**src/rtl/salidas_pkg.sv**
```systemverilog
// salidas_pkg: shared mode codes, FSM states and bus entry layout for the output stage
package salidas_pkg;
  localparam logic [2:0] MODO_NOP       = 3'b000;
  localparam logic [2:0] MODO_DIRECTO   = 3'b011;
  localparam logic [2:0] MODO_INDIRECTO = 3'b101;
  localparam logic [2:0] MODO_RELATIVO  = 3'b110;
  typedef enum logic [1:0] {IDLE, SETUP, STROBE, HOLD} estado_t;
  localparam int DIR_W_STD  = 8;
  localparam int DATO_W_STD = 8;
  // Default-width view of one FIFO entry; the top packs {dir, dato} in the same order
  typedef struct packed {
    logic [DIR_W_STD-1:0]  dir;
    logic [DATO_W_STD-1:0] dato;
  } entrada_t;
endpackage

```
**src/rtl/fifo_salidas.sv**
```systemverilog
// fifo_salidas: synchronous request FIFO with occupancy count and async active-low reset
module fifo_salidas #(
  parameter int W     = 16,
  parameter int DEPTH = 4
) (
  input  logic                   clk,
  input  logic                   rst_n,
  input  logic                   push,
  input  logic                   pop,
  input  logic [W-1:0]           din,
  output logic [W-1:0]           dout,
  output logic                   full,
  output logic                   empty,
  output logic [$clog2(DEPTH):0] count
);
  localparam int AW = $clog2(DEPTH);
  logic [W-1:0]  mem [DEPTH];
  logic [AW-1:0] wr_ptr, rd_ptr;
  logic          wr_en, rd_en;
  assign full  = count == (AW+1)'(DEPTH);
  assign empty = count == '0;
  assign wr_en = push & ~full;
  assign rd_en = pop & ~empty;
  assign dout  = mem[rd_ptr];
  always_ff @(posedge clk)
    if (wr_en) mem[wr_ptr] <= din;
  always_ff @(posedge clk or negedge rst_n)
    if (!rst_n) begin
      wr_ptr <= '0;
      rd_ptr <= '0;
      count  <= '0;
    end else begin
      wr_ptr <= wr_ptr + AW'(wr_en);
      rd_ptr <= rd_ptr + AW'(rd_en);
      count  <= count + (AW+1)'(wr_en) - (AW+1)'(rd_en);
    end
endmodule

```
**src/rtl/salidas_bus.sv**
```systemverilog
// salidas_bus: buffers output requests and replays them as strobe/ack bus writes with timeout
module salidas_bus
  import salidas_pkg::*;
#(
  parameter int DATO_W     = 8,
  parameter int DIR_W      = 8,
  parameter int SEL_W      = 3,
  parameter int RY_W       = 3,
  parameter int FIFO_DEPTH = 4,
  parameter int TO_CYC     = 15
) (
  input  logic              CLK,
  input  logic              RST_N,
  input  logic              VALIDO,
  output logic              LISTO,
  input  logic [SEL_W-1:0]  SELEC,
  input  logic [DATO_W-1:0] RX_DATO,
  input  logic [RY_W-1:0]   RY,
  input  logic [DATO_W-1:0] RY_DATO,
  output logic [DATO_W-1:0] DATO_OUT,
  output logic [DIR_W-1:0]  DIR_OUT,
  output logic              ESCR,
  input  logic              ACK,
  output logic              OCUPADO,
  output logic              ERR_TO
);
  localparam int CW = $clog2(TO_CYC + 1);
  localparam int NW = $clog2(FIFO_DEPTH) + 1;
  estado_t                  estado;
  logic [CW-1:0]            cnt;
  logic                     es_dir, es_ind, es_rel;
  logic [DIR_W-1:0]         dir_calc;
  logic                     push, pop, full, empty;
  logic [DIR_W+DATO_W-1:0]  fifo_dout;
  logic [NW-1:0]            fifo_count;
  always_comb begin
    es_dir   = SELEC == SEL_W'(MODO_DIRECTO);
    es_ind   = SELEC == SEL_W'(MODO_INDIRECTO);
    es_rel   = SELEC == SEL_W'(MODO_RELATIVO);
    dir_calc = es_dir ? DIR_W'(RY) :
               es_ind ? DIR_W'(RY_DATO) :
                        DIR_W'(RY_DATO) + DIR_W'(RY);
  end
  assign LISTO   = fifo_count != NW'(FIFO_DEPTH);
  assign push    = VALIDO & ~full & (es_dir | es_ind | es_rel);
  assign pop     = (estado == IDLE || estado == HOLD) & ~empty;
  assign ESCR    = estado == STROBE;
  assign OCUPADO = estado != IDLE || !empty;
  fifo_salidas #(.W(DIR_W + DATO_W), .DEPTH(FIFO_DEPTH)) u_fifo (
    .clk   (CLK),
    .rst_n (RST_N),
    .push  (push),
    .pop   (pop),
    .din   ({dir_calc, RX_DATO}),
    .dout  (fifo_dout),
    .full  (full),
    .empty (empty),
    .count (fifo_count)
  );
  // ACK is checked before the timeout so a coincident acknowledge suppresses ERR_TO
  always_ff @(posedge CLK or negedge RST_N)
    if (!RST_N) begin
      estado   <= IDLE;
      cnt      <= '0;
      DIR_OUT  <= '0;
      DATO_OUT <= '0;
      ERR_TO   <= 1'b0;
    end else begin
      ERR_TO <= 1'b0;
      if (pop) {DIR_OUT, DATO_OUT} <= fifo_dout;
      unique case (estado)
        IDLE, HOLD: estado <= empty ? IDLE : SETUP;
        SETUP: begin
          estado <= STROBE;
          cnt    <= '0;
        end
        STROBE: begin
          cnt <= cnt + CW'(1);
          if (ACK) estado <= HOLD;
          else if (cnt == CW'(TO_CYC - 1)) begin
            estado <= HOLD;
            ERR_TO <= 1'b1;
          end
        end
      endcase
    end
endmodule

```
**config.mk**
```make
export PLATFORM = sky130hd
export DESIGN_NAME = salidas_bus
export DESIGN_NICKNAME = d
export VERILOG_FILES = /design/src/rtl/salidas_pkg.sv /design/src/rtl/fifo_salidas.sv /design/src/rtl/salidas_bus.sv
export SDC_FILE = /design/constraint.sdc
export NUM_CORES = 1
export LEC_CHECK = 0
export CELL_PAD_IN_SITES_DETAIL_PLACEMENT = 0
export CELL_PAD_IN_SITES_GLOBAL_PLACEMENT = 1
export CORE_UTILIZATION = 51
export DETAILED_ROUTE_END_ITERATION = 10
export PLACE_DENSITY = 0.95
export SYNTH_ARGS = -nofsm -noshare
export SYNTH_HDL_FRONTEND = slang
export SYNTH_SLANG_ARGS = --single-unit
```
**constraint.sdc**
```tcl
create_clock -name CLK -period 6.7 [get_ports CLK]
set_input_delay 0.67 -clock CLK [delete_from_list [all_inputs] [get_ports CLK]]
set_output_delay 0.67 -clock CLK [all_outputs]
set_load 0.01 [all_outputs]
```
==> results.sh, run 1 <==
# flow metrics
export IMPL_topCellsByArea="edfxtp_1 49%, dfrtp_1 19%, mux4_2 5.7%"
export IMPL_dp_hpwl_um=4340
export IMPL_worst_pin_slew_ns=0.9980
export IMPL_syn_avg_cell_area_um2=17.07
export IMPL_crit_type="reg2reg"
export IMPL_ff2ff_path_depth=9
export IMPL_slew_viol_final=0
export IMPL_num_nets_final=326
export IMPL_die_y_um=90.12
export IMPL_netlist_instances=232
export IMPL_placedInstanceArea_mm2=0.004534
export IMPL_wl_met2_um=3240
export IMPL_firstDrtPassIters=4
export IMPL_timing_fmax_mhz=338.2
export IMPL_top_cell="edfxtp_1"
export IMPL_overflow=0
export IMPL_ir_worst_vdd_uv=121.5
export IMPL_flop_cell="edfxtp_1"
export IMPL_whs_ns=0.5102
export IMPL_cts_inserted_buffers=9
export IMPL_synth_area_mm2=0.003960
export IMPL_hold_viol_final=0
export IMPL_critPathLaunchType="flop"
export IMPL_dieArea_mm2=0.008122
export IMPL_relSlewSlack_pct=33.39
export IMPL_r2r_slack_ns=3.74
export IMPL_ys_area_mm2=0.003960
export IMPL_io_buffers=45
export IMPL_wl_met1_um=2809
export IMPL_hp_class="reg2reg"
export IMPL_diodes=0
export IMPL_htree_levels=3
export IMPL_drtIter0Drc=122
export IMPL_lay_top_cells="64 x edfxtp_1, 45 x clkdlybuf4s50_1, 30 x dfrtp_1"
export IMPL_synthTopCellsByCount="64 x edfxtp_1, 30 x dfrtp_1, 15 x mux2_2"
export IMPL_cp_end_kind="flop"
export IMPL_synthDominantCellAreaShare_pct=48.53
export IMPL_max_flop_register="u_fifo.mem"
export IMPL_antenna_left=0
export IMPL_finalCritPeriodShare_pct=44.14
export IMPL_synth_distinct_cells=37
export IMPL_status="completed"
export IMPL_setup_viol=0
export IMPL_p_per_area_mw_per_mm2=396.2
export IMPL_reg2reg_to="u_fifo.count[2]"
export IMPL_layout_top_cell="edfxtp_1"
export IMPL_core_mm2=0.007370
export IMPL_pre_cts_slack_ns=3.715
export IMPL_drv_cap=0
export IMPL_tns_ns=0
export IMPL_logic_area_mm2=0.001197
export IMPL_place_congestion=0.6847
export IMPL_die_w_um=90.12
export IMPL_clock_tree_root_cell="clkbuf_8"
export IMPL_r2r_start="estado[0]"
export IMPL_cts_setup_buffers=0
export IMPL_place_inst=375
export IMPL_grt_pass1_wl_um=10620
export IMPL_tool_warnings=28
export IMPL_drc_errors=0
export IMPL_fp_util_pct=53.74
export IMPL_grt_pass1_vias=2125
export IMPL_viasPerCell=5.421
export IMPL_io_pins=46
export IMPL_cts_tree="yes"
export IMPL_n_fill_cell=519
export IMPL_num_rows=31
export IMPL_design_area_mm2=0.004713
export IMPL_top_regs="u_fifo.mem (64), DATO_OUT (8), DIR_OUT (8)"
run 1: routing by layer:
metal	up-vias	track usage [%]
met2	62	28.31
met1	1049	22.97
met3	9	4.146
met4	0	7.661
li1	994	-
met5	-	0
run 1: cell type report:
class | count | area share, %
Clock buffer | 10 | 2.708
Timing Repair Buffer | 50 | 10.35
Tap cell | 99 | 2.628
Clock inverter | 5 | 1.088
Sequential cell | 94 | 56.70
Inverter | 14 | 1.115
Multi-Input combinational cell | 118 | 25.40
run 1: cell families after synthesis:
group	after synthesis	share of synthesized area [%]
multiplexers	32	14.31
AND-OR/OR-AND	22	3.191
XOR/XNOR	9	1.990
buffers and inverters	20	2.654
flip-flops	94	67.49
adder cells (fa/ha/maj)	13	4.487
AND/OR/NAND/NOR	42	5.877
run 1: critical path, cell delays in order (launching register included):
cell and delay, ns:
dfrtp_1 0.35, inv_1 0.06, ha_1 0.43, nor2_2 0.83, ha_1 0.26, inv_1 0.04
ha_1 0.20, fa_1 0.38, xnor2_1 0.19, xnor2_1 0.14
run 1: how the worst min path moves through the flow:
stage / start / end / slack (ns) / cells past startpoint
after floorplan: RST_N / DATO_OUT[0] / 0.37 / 0
after global placement: DATO_OUT[3] / DATO_OUT[3] / 0.49 / 1
after detailed placement: DIR_OUT[6] / DIR_OUT[6] / 0.50 / 1
after CTS: DIR_OUT[6] / DIR_OUT[6] / 0.51 / 1
after global routing: DIR_OUT[6] / DIR_OUT[6] / 0.53 / 1
final: DATO_OUT[6] / DATO_OUT[6] / 0.51 / 1
run 1: power breakdown:
part | internal (W) | leakage [nW] | switching, W
Clock | 0.000168 | 0.0896 | 0.000180
Combinational | 0.000387 | 0.697 | 0.000277
Sequential | 0.000751 | 0.941 | 0.000106
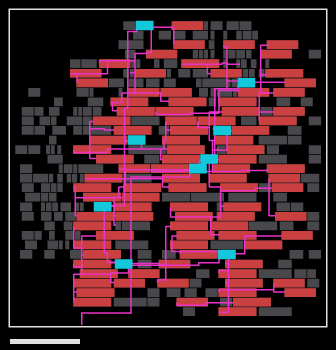
Run 1: clock wires, drivers and flops
The bar under the picture is 20 um long.
magenta -> clock wires  # length 941 um
red -> flip-flops  # count 94
cyan -> cells driving clock nets  # count 9
routed clock nets = 10
Worst Clk Skew: 0.01110 ns
Latency at later pin: 0.35 ns
clock power share: 18.6%
Clk power: 0.000348 W

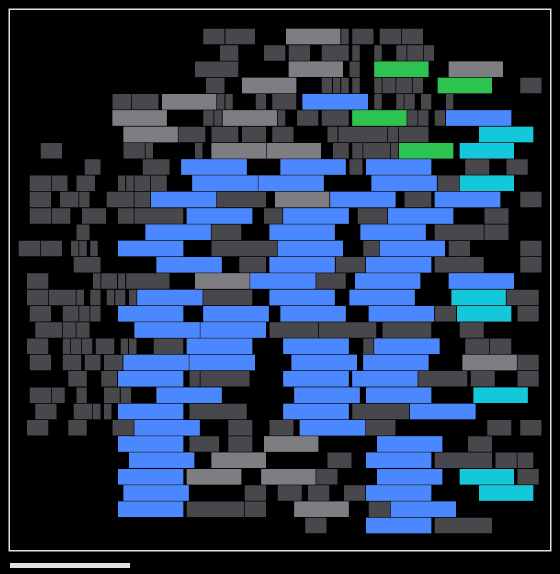
Run 1: sequential cells grouped by signal name
The bar under the picture is 20 um long. Other sequential cells in the stronger gray, the rest of the logic in the fainter gray.
green -> `cnt`  # sequential cells 4, where north-east
blue -> `u_fifo.mem`  # sequential cells 64
cyan -> `DATO_OUT`  # sequential cells 8
not colored = 18
Sequential Power: 0.000856 W
Seq/total area: 56.70%
Final Util: 63.96%
sequential cell area: 0.002673 mm^2

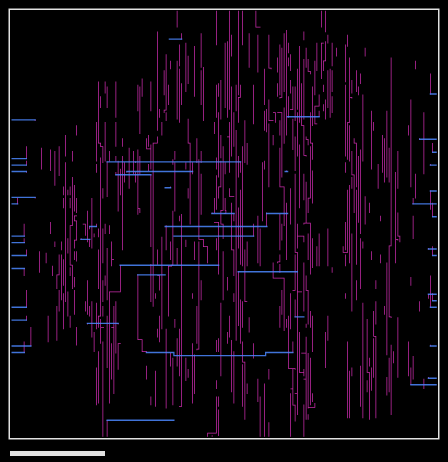
Run 1: routed metal, one color a layer
The bar under the picture is 20 um long. Two of the layers only.
blue -> met3  # wire length 273 um
magenta -> met2  # wire length 3240 um
via count: 2114
wire per inst: 16.49 um
final wirelength: 6432 um
total track usage: 17.58%

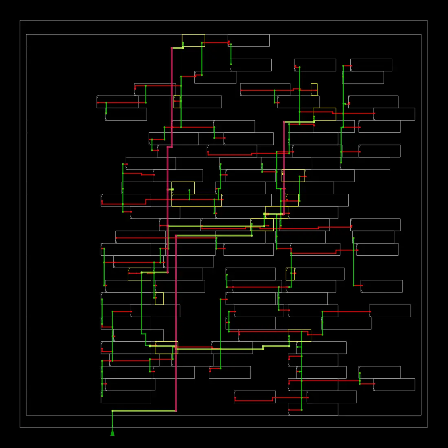
Run 1: clock routing
TritonCTS Sinks: 94
number of sequential cells: 94

Run 1, placement by cell class:
Fill, decap, tap and diode cells in gray.
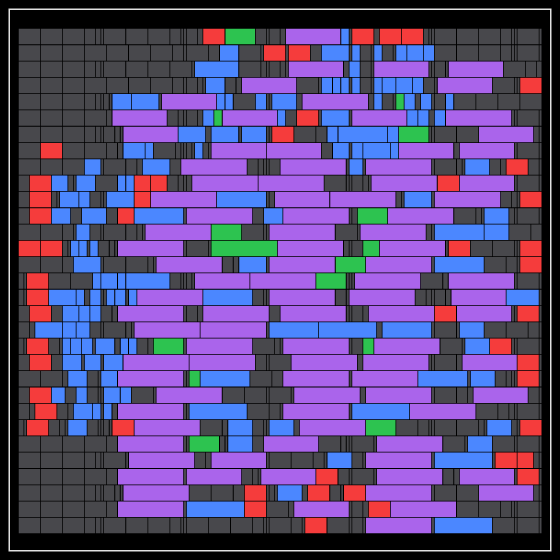

--- run 2 (diff from run 1) ---
--- a/config.mk
+++ b/config.mk
@@ -7,9 +7,9 @@
 export LEC_CHECK = 0
 export CELL_PAD_IN_SITES_DETAIL_PLACEMENT = 0
 export CELL_PAD_IN_SITES_GLOBAL_PLACEMENT = 1
-export CORE_UTILIZATION = 51
+export CORE_UTILIZATION = 47
 export DETAILED_ROUTE_END_ITERATION = 10
-export PLACE_DENSITY = 0.95
+export PLACE_DENSITY = 0.89
 export SYNTH_ARGS = -nofsm -noshare
 export SYNTH_HDL_FRONTEND = slang
 export SYNTH_SLANG_ARGS = --single-unit
==> constraint.sdc (replaced) <==
create_clock -name CLK -period 3.1 [get_ports CLK]
set_input_delay 0.31 -clock CLK [delete_from_list [all_inputs] [get_ports CLK]]
set_output_delay 0.31 -clock CLK [all_outputs]
set_load 0.01 [all_outputs]
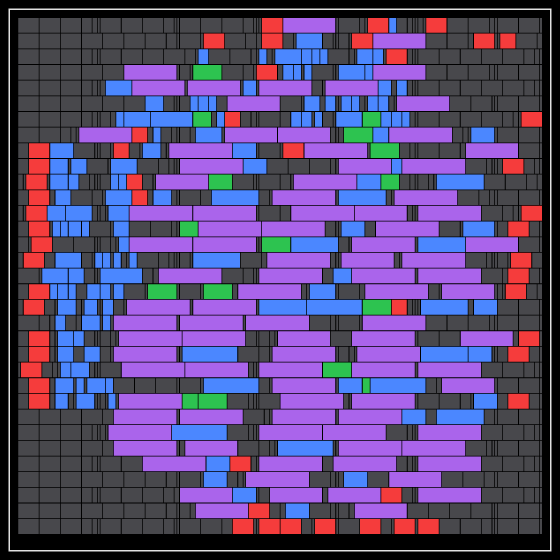
Run 2: placement by cell class
Fill, decap, tap and diode cells in gray.
green -> clock drivers and dummy loads  # cells 16, share of their area 3.9%
red -> other buffers and delay cells  # cells 52, share of their area 11%
blue -> all other logic  # cells 132, share of their area 27%
purple -> flip-flops  # cells 94, share of their area 58%
final instance area: 0.004738 mm^2
Seq/total area: 56.40%
row cnt: 33
Final Util: 57.96%
core area: 0.008175 mm^2

==> run 2 against run 1 <==
Compared with the run above: register-to-register slack worse by 2.9 ns; critical endpoint unchanged; design area grew 0.53%; first-iteration DRC count decreased by 30%; via count increased by 0.99%; cell count increased by 2.3%; die size is 8.3% higher; setup slack got worse by 2.9 ns; critical path type unchanged; clock-buffer cell count down 1; core utilization is 6.0 points lower.
==> results.sh, run 2 <==
# flow metrics
export IMPL_wl_um=6331
export IMPL_whs_ns=0.3481
export IMPL_htree_levels=3
export IMPL_drtIter0Drc=85
export IMPL_critPathMaxFanout=11
export IMPL_worst_pin_slew_ns=0.7372
export IMPL_path_clk_slew_ns=0.09
export IMPL_cp_depth=9
export IMPL_drive_gt1_share_pct=18.03
export IMPL_path_cells="inv_1, ha_1, nor2_2, ha_1, inv_1, ha_1, fa_1, xnor2_1, xnor2_1"
export IMPL_path_buffers=2
export IMPL_crit_arrival_ns=2.58
export IMPL_io_buffers=45
export IMPL_relSlewSlack_pct=50.85
export IMPL_overflow=0
export IMPL_ys_area_mm2=0.003960
export IMPL_internal_power_w=0.002780
export IMPL_timing_fmax_mhz=435.9
export IMPL_cts_inserted_buffers=9
export IMPL_ff2ff_path_depth=9
export IMPL_lay_top_cells="64 x edfxtp_1, 45 x clkdlybuf4s50_1, 30 x dfrtp_1"
export IMPL_reg2reg_to="u_fifo.count[2]"
export IMPL_hp_class="in2async"
export IMPL_fp_util_pct=48.44
export IMPL_num_nets_final=328
export IMPL_grt_pass1_wl_um=10320
export IMPL_power_w=0.004037
export IMPL_slew_viol_final=0
export IMPL_synth_distinct_cells=37
export IMPL_cts_sinks=94
export IMPL_io_pins=46
export IMPL_synth_area_mm2=0.003960
export IMPL_crit_type="reg2reg"
export IMPL_ys_sh_mux_pct=14.31
export IMPL_cts_tree="yes"
export IMPL_ir_worst_vdd_uv=325.1
export IMPL_clkPwrFrac_pct=18.3
export IMPL_ys_sh_aoi_pct=3.191
export IMPL_pre_cts_slack_ns=0.5500
export IMPL_ys_seq_share_pct=67.49
export IMPL_xor_share_pct=1.991
export IMPL_critPathMostFrequentCell="ha_1"
export IMPL_grt_max_degree=31
export IMPL_dr_wl_met3_um=183
export IMPL_rsz0062_at_grt="false"
export IMPL_wl_met1_um=2727
export IMPL_die_w_um=93.79
export IMPL_netlist_instances=232
export IMPL_fin_ws_ns=0.8059
export IMPL_firstDrtPassIters=4
export IMPL_topCellsByArea="edfxtp_1 49%, dfrtp_1 19%, mux4_2 5.7%"
export IMPL_syn_to_final_growth_pct=19.65
export IMPL_syn_avg_cell_area_um2=17.07
export IMPL_min_period_ns=2.294
export IMPL_n_fill_cell=648
export IMPL_seqPwrFrac_pct=45.2
export IMPL_drv_cap=0
export IMPL_critPathTopFamily="adder cells"
export IMPL_cp_end_kind="flop"
export IMPL_seq_area_mm2=0.002673
export IMPL_r2r_start="estado[0]"
export IMPL_synthTopCellsByCount="64 x edfxtp_1, 30 x dfrtp_1, 15 x mux2_2"
export IMPL_clock_tree_root_cell="clkbuf_8"
export IMPL_cp_required_ns=3.38
export IMPL_p_per_area_mw_per_mm2=852.0
export IMPL_wl_met2_um=3286
export IMPL_power_frac_comb_pct=36.5
export IMPL_grt_pass1_vias=2130
export IMPL_yosys_warnings=0
export IMPL_setup_viol=0
export IMPL_max_flop_register="u_fifo.mem"
export IMPL_die_y_um=93.79
export IMPL_logic_area_mm2=0.001197
export IMPL_met1_usage_pct=19.52
export IMPL_antenna_found_initial=0
export IMPL_track_usage_pct=16.19
export IMPL_flop_cell="edfxtp_1"
export IMPL_largest_reg_flops=64
export IMPL_edf_count=64
export IMPL_tool_warnings=28
export IMPL_synth_seq_cells=94
export IMPL_viasPerCell=5.351
export IMPL_synth_comb_largest_family="multiplexers"
export IMPL_ys_cells=232
export IMPL_vias=2135
export IMPL_synthDominantCellAreaShare_pct=48.53
export IMPL_finalCritPeriodShare_pct=74.00
export IMPL_cts_setup_buffers=0
export IMPL_use_met2_pct=27.92
export IMPL_hold_buffers=0
export IMPL_wl_per_cell_um=15.87
export IMPL_antenna_left=0
export IMPL_met3_usage_pct=3.398
export IMPL_diodes=0
export IMPL_top_regs="u_fifo.mem (64), DATO_OUT (8), DIR_OUT (8)"
export IMPL_adder_share_pct=4.487
export IMPL_async_flop_share_pct=31.91
export IMPL_place_congestion=0.6926
export IMPL_top_layer_used="met4"
export IMPL_critPathLaunchType="flop"
export IMPL_largest_area_cell="edfxtp_1"
export IMPL_r2r_slack_ns=0.81
export IMPL_clockBufferDepth=2
export IMPL_dieArea_mm2=0.008797
export IMPL_layout_top_cell="edfxtp_1"
export IMPL_drc_errors=0
export IMPL_dp_hpwl_um=4213
export IMPL_synthesis_nets=271
export IMPL_status="completed"
export IMPL_top_cell="edfxtp_1"
export IMPL_sw_frac_of_total_pct=31.14
export IMPL_switchingPower_w=0.001257
export IMPL_tns_ns=0
export IMPL_gr_max_usage_layer="met2"
export IMPL_p_leak_nw=1.738
export IMPL_yosys_area_share_simple_pct=5.877
export IMPL_hold_viol_final=0
export IMPL_cp_slowest_cell="ha_1"
export IMPL_critical_path_max_stage_delay_ns=0.47
export IMPL_cts_resized_gates=0
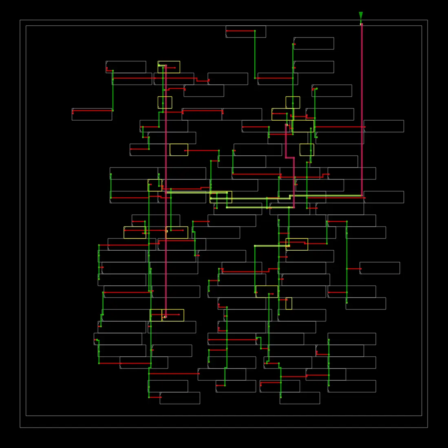
Run 2: clock routing
Clk power: 0.000739 W
Worst Clk Skew: 0.007743 ns
Latency at later pin: 0.36 ns
clock buffers: 9

run 2: netlist changes by cell type in the layout (fill, tap and decap cells not counted):
cell | previous run | this run
bufinv_16 | 1 | 0
inv_8 | 0 | 1
buf_4 | 5 | 7
clkinv_4 | 0 | 2
clkinv_2 | 2 | 0
clkbuf_1 | 1 | 0
inv_6 | 0 | 2
run 2: worst max path at each step:
stage	from	endpoint	slack [ns]
6_report	estado[0]	u_fifo.count[2]	0.81
3_5_place_dp	SELEC[1]	u_fifo.count[2]	0.55
2_1_floorplan	SELEC[1]	u_fifo.mem[1][0]	0.58
4_1_cts	estado[1]	u_fifo.count[2]	0.79
3_3_place_gp	SELEC[1]	u_fifo.count[2]	0.64
5_1_grt	estado[0]	u_fifo.count[2]	0.67
run 2: area by class of cell:
type,instances,share of cell area (%)
sequential,94,56.40
inverter,14,1.109
clock buffer,9,2.614
multi-input combinational,118,25.27
clock inverter,7,1.215
tap,105,2.773
timing repair buffer,52,10.62
run 2: per-stage QoR:
stage | utilization [%] | instances | instance area [um^2]
6_report | 57.96 | 399 | 4738
3_3_place_gp | 55.74 | 383 | 4557
3_5_place_dp | 55.74 | 383 | 4557
2_1_floorplan | - | 232 | 3960
5_1_grt | 57.96 | 399 | 4738
4_1_cts | 57.96 | 399 | 4738
run 2: kinds of logic (layout without fill, tap and decap cells):
family	after synthesis	in the layout
buffers and inverters	20	82
DFF	94	94
xor gates and xnor gates	9	9
AOI/OAI and AO/OA	22	22
and+or+nand+nor	42	42
muxes	32	32
adders and majority gates	13	13
run 2: power groups by stage:
stage	sequential, W	clock, W	combinational [W]
floorplan	0.00180	0	0.00104
global placement	0.00185	0	0.00144
detailed placement	0.00186	0	0.00149
CTS	0.00183	0.000760	0.00150
global route	0.00187	0.000799	0.00162
finish	0.00183	0.000739	0.00147
Run 2, routed metal, one color a layer:
The bar under the picture is 20 um long. Two of the layers only.
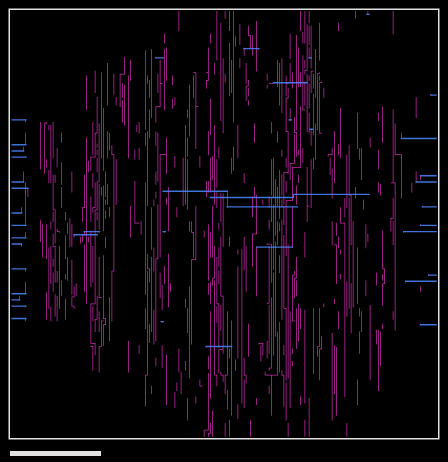

--- run 3 (diff from run 2) ---
--- a/config.mk
+++ b/config.mk
@@ -7,9 +7,9 @@
 export LEC_CHECK = 0
 export CELL_PAD_IN_SITES_DETAIL_PLACEMENT = 0
 export CELL_PAD_IN_SITES_GLOBAL_PLACEMENT = 1
-export CORE_UTILIZATION = 47
+export CORE_UTILIZATION = 42
 export DETAILED_ROUTE_END_ITERATION = 10
-export PLACE_DENSITY = 0.89
+export PLACE_DENSITY = 0.85
 export SYNTH_ARGS = -nofsm -noshare
 export SYNTH_HDL_FRONTEND = slang
 export SYNTH_SLANG_ARGS = --single-unit
==> constraint.sdc (replaced) <==
create_clock -name CLK -period 2 [get_ports CLK]
set_input_delay 0.2 -clock CLK [delete_from_list [all_inputs] [get_ports CLK]]
set_output_delay 0.2 -clock CLK [all_outputs]
set_load 0.01 [all_outputs]
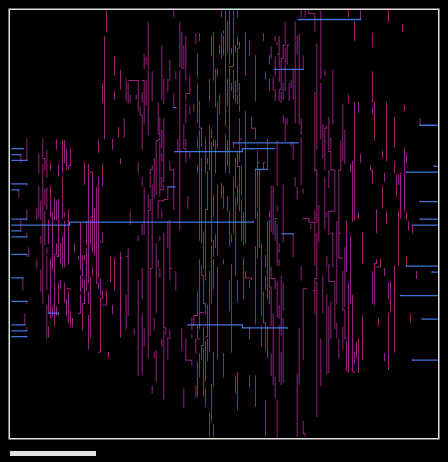
Run 3: routed metal, one color a layer
The bar under the picture is 20 um long. Two of the layers only.
blue -> met3  # wire length 242 um
magenta -> met2  # wire length 3540 um
via count: 2213
final wirelength: 6813 um

==> run 3 against run 2 <==
Compared with the run above: via count rose by 3.7%; design area rose by 6.1%; sequential power increased by about 50%; synthesized cell count did not move; power increased by 68%; core utilization shrank 3.3 points; largest cell class unchanged; highest routed layer unchanged; critical path type unchanged; combinational power up 83%; critical endpoint unchanged; first-iteration DRC count decreased by 34%; clock-buffer cell count rose by 2; cell count rose by 7.5%.
==> results.sh, run 3 <==
# flow metrics
export IMPL_p_leak_nw=1.873
export IMPL_seq_area_mm2=0.002673
export IMPL_grt_pass1_vias=2291
export IMPL_hold_viol_final=0
export IMPL_die_w_um=99.10
export IMPL_met3_usage_pct=3.514
export IMPL_antenna_left=0
export IMPL_synth_comb_largest_family="multiplexers"
export IMPL_slew_viol_final=0
export IMPL_critPathLaunchType="flop"
export IMPL_lay_top_cells="64 x edfxtp_1, 45 x clkdlybuf4s50_1, 31 x buf_4"
export IMPL_largest_reg_flops=64
export IMPL_met1_usage_pct=18.92
export IMPL_max_flop_register="u_fifo.mem"
export IMPL_edf_count=64
export IMPL_path_clk_slew_ns=0.09
export IMPL_power_frac_comb_pct=39.6
export IMPL_reg2reg_to="u_fifo.count[2]"
export IMPL_firstDrtPassIters=5
export IMPL_dieArea_mm2=0.009821
export IMPL_crit_arrival_ns=2.18
export IMPL_status="completed"
export IMPL_hold_buffers=0
export IMPL_dp_hpwl_um=4869
export IMPL_async_flop_share_pct=31.91
export IMPL_largest_area_cell="edfxtp_1"
export IMPL_grt_max_degree=31
export IMPL_core_mm2=0.009196
export IMPL_hp_class="in2async"
export IMPL_synthDominantCellAreaShare_pct=48.53
export IMPL_setup_viol=0
export IMPL_fin_cells=429
export IMPL_timing_fmax_mhz=516.2
export IMPL_tool_warnings=29
export IMPL_syn_avg_cell_area_um2=17.07
export IMPL_r2r_start="u_fifo.count[2]"
export IMPL_syn_to_final_growth_pct=26.98
export IMPL_synthesis_nets=271
export IMPL_ys_seq_share_pct=67.49
export IMPL_num_rows=35
export IMPL_top_regs="u_fifo.mem (64), DATO_OUT (8), DIR_OUT (8)"
export IMPL_num_nets_final=352
export IMPL_top_layer_used="met4"
export IMPL_yosys_area_share_simple_pct=5.877
export IMPL_cts_inserted_buffers=9
export IMPL_io_buffers=45
export IMPL_xor_share_pct=1.991
export IMPL_drive_gt1_share_pct=27.36
export IMPL_place_congestion=0.7136
export IMPL_die_y_um=99.10
export IMPL_internal_power_w=0.004789
export IMPL_overflow=0
export IMPL_wl_met1_um=2926
export IMPL_power_w=0.006798
export IMPL_wl_per_cell_um=15.88
export IMPL_drv_cap=0
export IMPL_crit_type="reg2reg"
export IMPL_layout_top_cell="edfxtp_1"
export IMPL_finalCritPeriodShare_pct=96.87
export IMPL_yosys_warnings=0
export IMPL_drtIter0Drc=56
export IMPL_place_inst=412
export IMPL_switchingPower_w=0.002009
export IMPL_n_fill_cell=758
export IMPL_synthTopCellsByCount="64 x edfxtp_1, 30 x dfrtp_1, 15 x mux2_2"
export IMPL_cp_required_ns=2.24
export IMPL_cts_sinks=94
export IMPL_clock_tree_root_cell="clkbuf_8"
export IMPL_gr_max_usage_layer="met2"
export IMPL_p_per_area_mw_per_mm2=1352
export IMPL_ys_sh_mux_pct=14.31
export IMPL_ir_worst_vdd_uv=622.0
export IMPL_viasPerCell=5.159
export IMPL_grt_pass1_wl_um=11310
export IMPL_pre_cts_slack_ns=-0.2055
export IMPL_clk_insertion_delay_late_ns=0.35
export IMPL_worst_pin_slew_ns=0.4862
export IMPL_ys_area_mm2=0.003960
export IMPL_ys_cells=232
export IMPL_diodes=0
export IMPL_wl_met2_um=3536
export IMPL_ys_sh_aoi_pct=3.191
export IMPL_synth_seq_cells=94
export IMPL_synth_area_mm2=0.003960
export IMPL_seqPwrFrac_pct=40.3
export IMPL_clockBufferDepth=2
export IMPL_dr_wl_met3_um=242
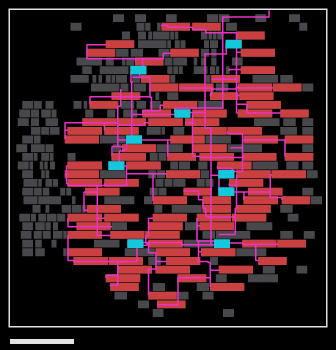
Run 3: clock wires, drivers and flops
The bar under the picture is 20 um long.
red -> flip-flops  # count 94
magenta -> clock wires  # length 962 um
cyan -> cells driving clock nets  # count 9
routed clock nets = 10
Clk power: 0.00136 W
Worst Clk Skew: 0.007046 ns

run 3: cell counts after synthesis:
No cell type changed its count.
run 3: power by group through the flow:
stage                     registers (W)  logic, W  clock network (W)
after floorplan                 0.00280   0.00168                  0
after global placement          0.00277   0.00253                  0
after detailed placement        0.00278   0.00261                  0
after CTS                       0.00275   0.00264            0.00140
after global routing            0.00280   0.00296            0.00148
final                           0.00274   0.00269            0.00136
run 3: critical path, stage by stage, from the launching register on:
cell and delay [ns]:
dfrtp_1 0.40, nor3_2 0.18, buf_4 0.15, nor2_4 0.04, ha_4 0.25, inv_2 0.03
ha_4 0.15, fa_2 0.37, xnor2_2 0.15, xnor2_1 0.12
run 3: what timing repair did:
item / in CTS / in global routing
setup buffers: 1 / 0
gates resized: 3 / 7
setup endpoints to repair: 1 / 2
pin swaps: 2 / 8
run 3: cell type report:
cell class	count	area share, %
sequential	94	53.15
clock buffer	11	2.812
clock inverter	5	1.642
inverter	14	1.045
tap	111	2.762
timing repair buffer	76	13.59
multi-input combinational	118	25.01
run 3: how the worst max path moves through the flow:
stage                              to  slack [ns]  depth (start not counted)
floorplan            u_fifo.mem[1][0]       -0.41                          4
global placement    u_fifo.mem[2][12]       -0.10                          8
detailed placement  u_fifo.mem[1][14]       -0.21                          8
CTS                   u_fifo.count[2]        0.02                          9
global route          u_fifo.count[2]       -0.02                          9
finish                u_fifo.count[2]        0.06                          9
run 3: cells by family after synthesis:
family	count (synthesis)
xor+xnor	9
fa+ha+maj	13
simple gates	42
flops	94
buf+inv	20
mux	32
compound gates	22
run 3: metrics by stage:
stage / setup TNS (ns) / instance area (um^2)
6_report: 0 / 5029
5_1_grt: -0.01674 / 5029
4_1_cts: 0 / 4994
3_5_place_dp: -6.927 / 4755
3_3_place_gp: -3.423 / 4755
2_1_floorplan: -17.39 / 3981
Power and IR drop assume default switching activity.
